## src/rtl/key_action_decoder.sv

```systemverilog
// Turns one sampled USB HID keycode per frame into piece-move requests:
// left/right shift with delayed auto-shift and auto-repeat, rotate, soft drop.
module key_action_decoder #(
   parameter int unsigned DAS_FRAMES = 10,
   parameter int unsigned ARR_FRAMES = 3
) (
   input  logic       frame_clk,
   input  logic       Reset,
   input  logic [7:0] keycode,
   output logic       left_pulse,
   output logic       right_pulse,
   output logic       rotate_pulse,
   output logic       drop_hold,
   output logic       started,
   output logic [1:0] rep_state
);

   localparam int unsigned KEY_W = 8;
   localparam int unsigned CNT_W = 6;

   localparam logic [KEY_W-1:0] KEY_LEFT   = 8'h50;
   localparam logic [KEY_W-1:0] KEY_RIGHT  = 8'h4F;
   localparam logic [KEY_W-1:0] KEY_ROTATE = 8'h52;
   localparam logic [KEY_W-1:0] KEY_DROP   = 8'h51;

   localparam logic [CNT_W-1:0] DAS_LAST = CNT_W'(DAS_FRAMES - 1);
   localparam logic [CNT_W-1:0] ARR_LAST = CNT_W'(ARR_FRAMES - 1);

   typedef enum logic [1:0] {
      ST_IDLE   = 2'd0,
      ST_DAS    = 2'd1,
      ST_REPEAT = 2'd2
   } rep_state_e;

   logic [KEY_W-1:0] key_q, key_d;
   logic [KEY_W-1:0] prev_q, prev_d;
   rep_state_e       state_q, state_d;
   logic [CNT_W-1:0] cnt_q, cnt_d;
   logic             dir_q, dir_d;
   logic             left_q, left_d;
   logic             right_q, right_d;
   logic             rotate_q, rotate_d;
   logic             drop_q, drop_d;
   logic             started_q, started_d;

   logic             key_is_left;
   logic             key_is_right;
   logic             key_horiz;
   logic             key_known;
   logic             new_press;
   logic [KEY_W-1:0] held_key;
   logic [CNT_W-1:0] cnt_last;

   always_comb begin
      key_is_left  = (key_q == KEY_LEFT);
      key_is_right = (key_q == KEY_RIGHT);
      key_horiz    = key_is_left | key_is_right;
      key_known    = key_horiz | (key_q == KEY_ROTATE) | (key_q == KEY_DROP);
      new_press    = (key_q != prev_q) & key_known;
      held_key     = dir_q ? KEY_RIGHT : KEY_LEFT;
      cnt_last     = (state_q == ST_DAS) ? DAS_LAST : ARR_LAST;
   end

   // Next-state and registered-output logic; terminal compare precedes increment so cnt never wraps.
   always_comb begin
      key_d     = keycode;
      prev_d    = key_q;
      state_d   = state_q;
      cnt_d     = cnt_q;
      dir_d     = dir_q;
      left_d    = 1'b0;
      right_d   = 1'b0;
      rotate_d  = new_press & (key_q == KEY_ROTATE);
      drop_d    = (key_q == KEY_DROP);
      started_d = started_q | key_known;

      case (state_q)
         ST_IDLE: begin
            if (new_press && key_horiz) begin
               left_d  = key_is_left;
               right_d = key_is_right;
               dir_d   = key_is_right;
               cnt_d   = CNT_W'(1);
               state_d = ST_DAS;
            end
         end
         ST_DAS, ST_REPEAT: begin
            if (key_q == held_key) begin
               if (cnt_q == cnt_last) begin
                  left_d  = ~dir_q;
                  right_d = dir_q;
                  cnt_d   = '0;
                  state_d = ST_REPEAT;
               end else begin
                  cnt_d = cnt_q + CNT_W'(1);
               end
            end else if (key_horiz) begin
               // Direct switch to the opposite direction restarts the DAS delay.
               left_d  = key_is_left;
               right_d = key_is_right;
               dir_d   = key_is_right;
               cnt_d   = CNT_W'(1);
               state_d = ST_DAS;
            end else begin
               cnt_d   = '0;
               state_d = ST_IDLE;
            end
         end
         default: begin
            cnt_d   = '0;
            state_d = ST_IDLE;
         end
      endcase
   end

   always_ff @(posedge frame_clk) begin
      if (Reset) begin
         key_q     <= '0;
         prev_q    <= '0;
         state_q   <= ST_IDLE;
         cnt_q     <= '0;
         dir_q     <= 1'b0;
         left_q    <= 1'b0;
         right_q   <= 1'b0;
         rotate_q  <= 1'b0;
         drop_q    <= 1'b0;
         started_q <= 1'b0;
      end else begin
         key_q     <= key_d;
         prev_q    <= prev_d;
         state_q   <= state_d;
         cnt_q     <= cnt_d;
         dir_q     <= dir_d;
         left_q    <= left_d;
         right_q   <= right_d;
         rotate_q  <= rotate_d;
         drop_q    <= drop_d;
         started_q <= started_d;
      end
   end

   assign left_pulse   = left_q;
   assign right_pulse  = right_q;
   assign rotate_pulse = rotate_q;
   assign drop_hold    = drop_q;
   assign started      = started_q;
   assign rep_state    = state_q;

endmodule

```

## config.mk

```make
export PLATFORM = sky130hd
export DESIGN_NAME = key_action_decoder
export DESIGN_NICKNAME = d
export VERILOG_FILES = /design/src/rtl/key_action_decoder.sv
export SDC_FILE = /design/constraint.sdc
export NUM_CORES = 1
export LEC_CHECK = 0
export CORE_MARGIN = 3
export CORE_UTILIZATION = 61
export CTS_BUF_LIST = sky130_fd_sc_hd__clkbuf_8
export DETAILED_ROUTE_END_ITERATION = 16
export PLACE_DENSITY_LB_ADDON = 0.08
export SKIP_CTS_REPAIR_TIMING = 1
export SLEW_MARGIN = 20
export SYNTH_ARGS = -nofsm -noshare
export SYNTH_HDL_FRONTEND = slang
export SYNTH_SLANG_ARGS = --single-unit
export TNS_END_PERCENT = 30
```

## constraint.sdc

```tcl
create_clock -name frame_clk -period 6.4 [get_ports frame_clk]
set_clock_uncertainty 0.05 [all_clocks]
set_input_delay 1.92 -clock frame_clk [delete_from_list [all_inputs] [get_ports frame_clk]]
set_output_delay 1.92 -clock frame_clk [all_outputs]
set_load 0.02 [all_outputs]
```

Routing congestion:
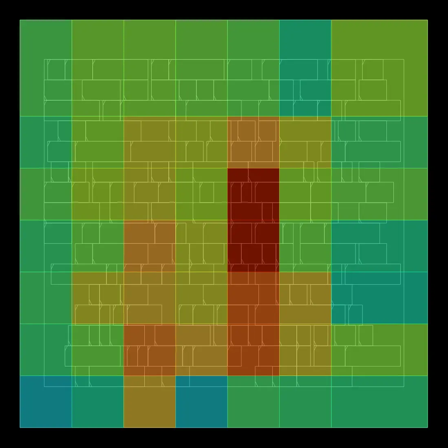
met1 GRT Util: 27.0%
met3 track demand over resource: 8.59%
GRT busiest layer: met2
M2 GR Usage: 32.9%
WL per Instance: 14.1 µm

Sequential cells coloured by netlist name:
The bar under the picture is 20 µm long.
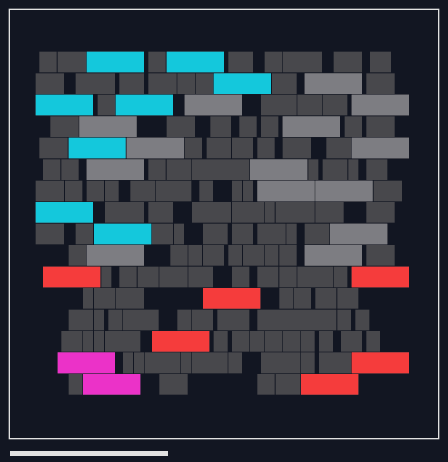
[cyan] key_q | flops: 8
[red] cnt_q | flops: 6
[magenta] rep_state | flops: 2
Flop area: 601 µm²
Seq/total area: 35.9%
Seq group: 0.000203 W
Layout Utilization: 80.3%

Port wiring:
The bar under the picture is 20 µm long.
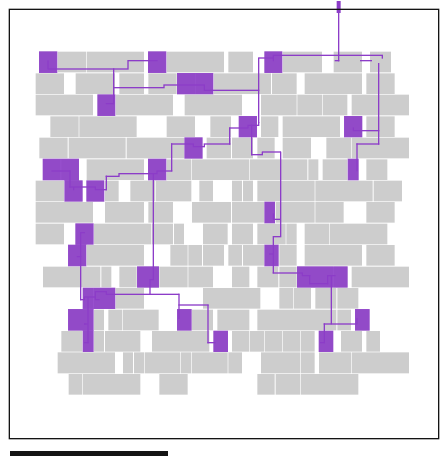
[purple] Reset | bits: 1 | direction: input | end cells: 30 | buffers: 2 | wire: 241 µm

Metal layers overlaid:
Two of the layers only.
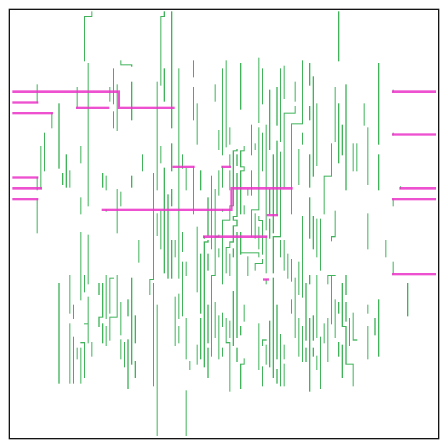
[green] metal 2 | wire length: 1220 µm
[magenta] metal 3 | wire length: 108 µm

==> results.sh <==
# flow metrics
export IMPL_period_used_pct=50.8
export IMPL_reg2reg_setup_slack_ns=4.11
export IMPL_dr_pass1_iters=4
export IMPL_layout_drive_gt1_share_pct=11.7
export IMPL_core_um2=2080
export IMPL_max_freq_mhz=308
export IMPL_internal_power_w=0.000293
export IMPL_setup_tns_final_ns=0
export IMPL_relSlewSlack_pct=54.7
export IMPL_flops=30
export IMPL_wl_met3_um=107
export IMPL_comb_multi_input_count=104
export IMPL_p_total_w=0.000396
export IMPL_min_to="started"
export IMPL_setup_ws_ns=3.15
export IMPL_drc=0
export IMPL_synthCells=144
export IMPL_clk_power_w=0.000137
export IMPL_grt_max_degree=31
export IMPL_grt_overflow=0
export IMPL_power_leader="sequential cells"
export IMPL_reg2reg_depth=6
export IMPL_nNetsFinal=176
export IMPL_ir_drop_mv=0.230
export IMPL_place_gp_congestion=0.840
export IMPL_edf_count=0
export IMPL_highest_layer="met4"
export IMPL_drt_vias_per_instance=5.91
export IMPL_critPathMaxFanout=4
export IMPL_nNonClkBuffers=17
export IMPL_worstPathRequired_ns=4.43
export IMPL_dp_hpwl_um=1910
export IMPL_worstSetupPathType="flop to output pin"
export IMPL_mux_share_pct=0.706
export IMPL_status="completed"
export IMPL_crit_start="rep_state[0]"
export IMPL_p_sw_w=0.000104
export IMPL_leakage_nw=0.649
export IMPL_clkCellAreaFrac_pct=4.71
export IMPL_synth_nets=158
export IMPL_critPathBufInv=1
export IMPL_simple_gate_share_pct=31.1
export IMPL_port_buffers=16
export IMPL_finish_instance_area_um2=1670
export IMPL_top_cells_by_area="dfxtp_1 42%, nor2b_1 7.5%, xor2_1 5.6%"
export IMPL_wl_um=2660
export IMPL_drt_initial_drc_count=23
export IMPL_nFillCells=140
export IMPL_reg2reg_to="rep_state[1]"
export IMPL_synth_cell_types=45
export IMPL_ctsRootBufferMaster="clkbuf_8"
export IMPL_clock_buffers=5
export IMPL_worstSkewPairLatency_ns=0.27
export IMPL_ys_ff=30
export IMPL_cts_max_path_buffers=2
export IMPL_critical_path_slowest_cell="clkdlybuf4s50_1"
export IMPL_min_delay_start="started"
export IMPL_ys_warn_count=0
export IMPL_logic_family="simple AND/OR/NAND/NOR gates"
export IMPL_layout_top_cell="dfxtp_1"
export IMPL_cts_sinks=30
Power figures rest on the tool's default switching activity, not on a simulated workload.
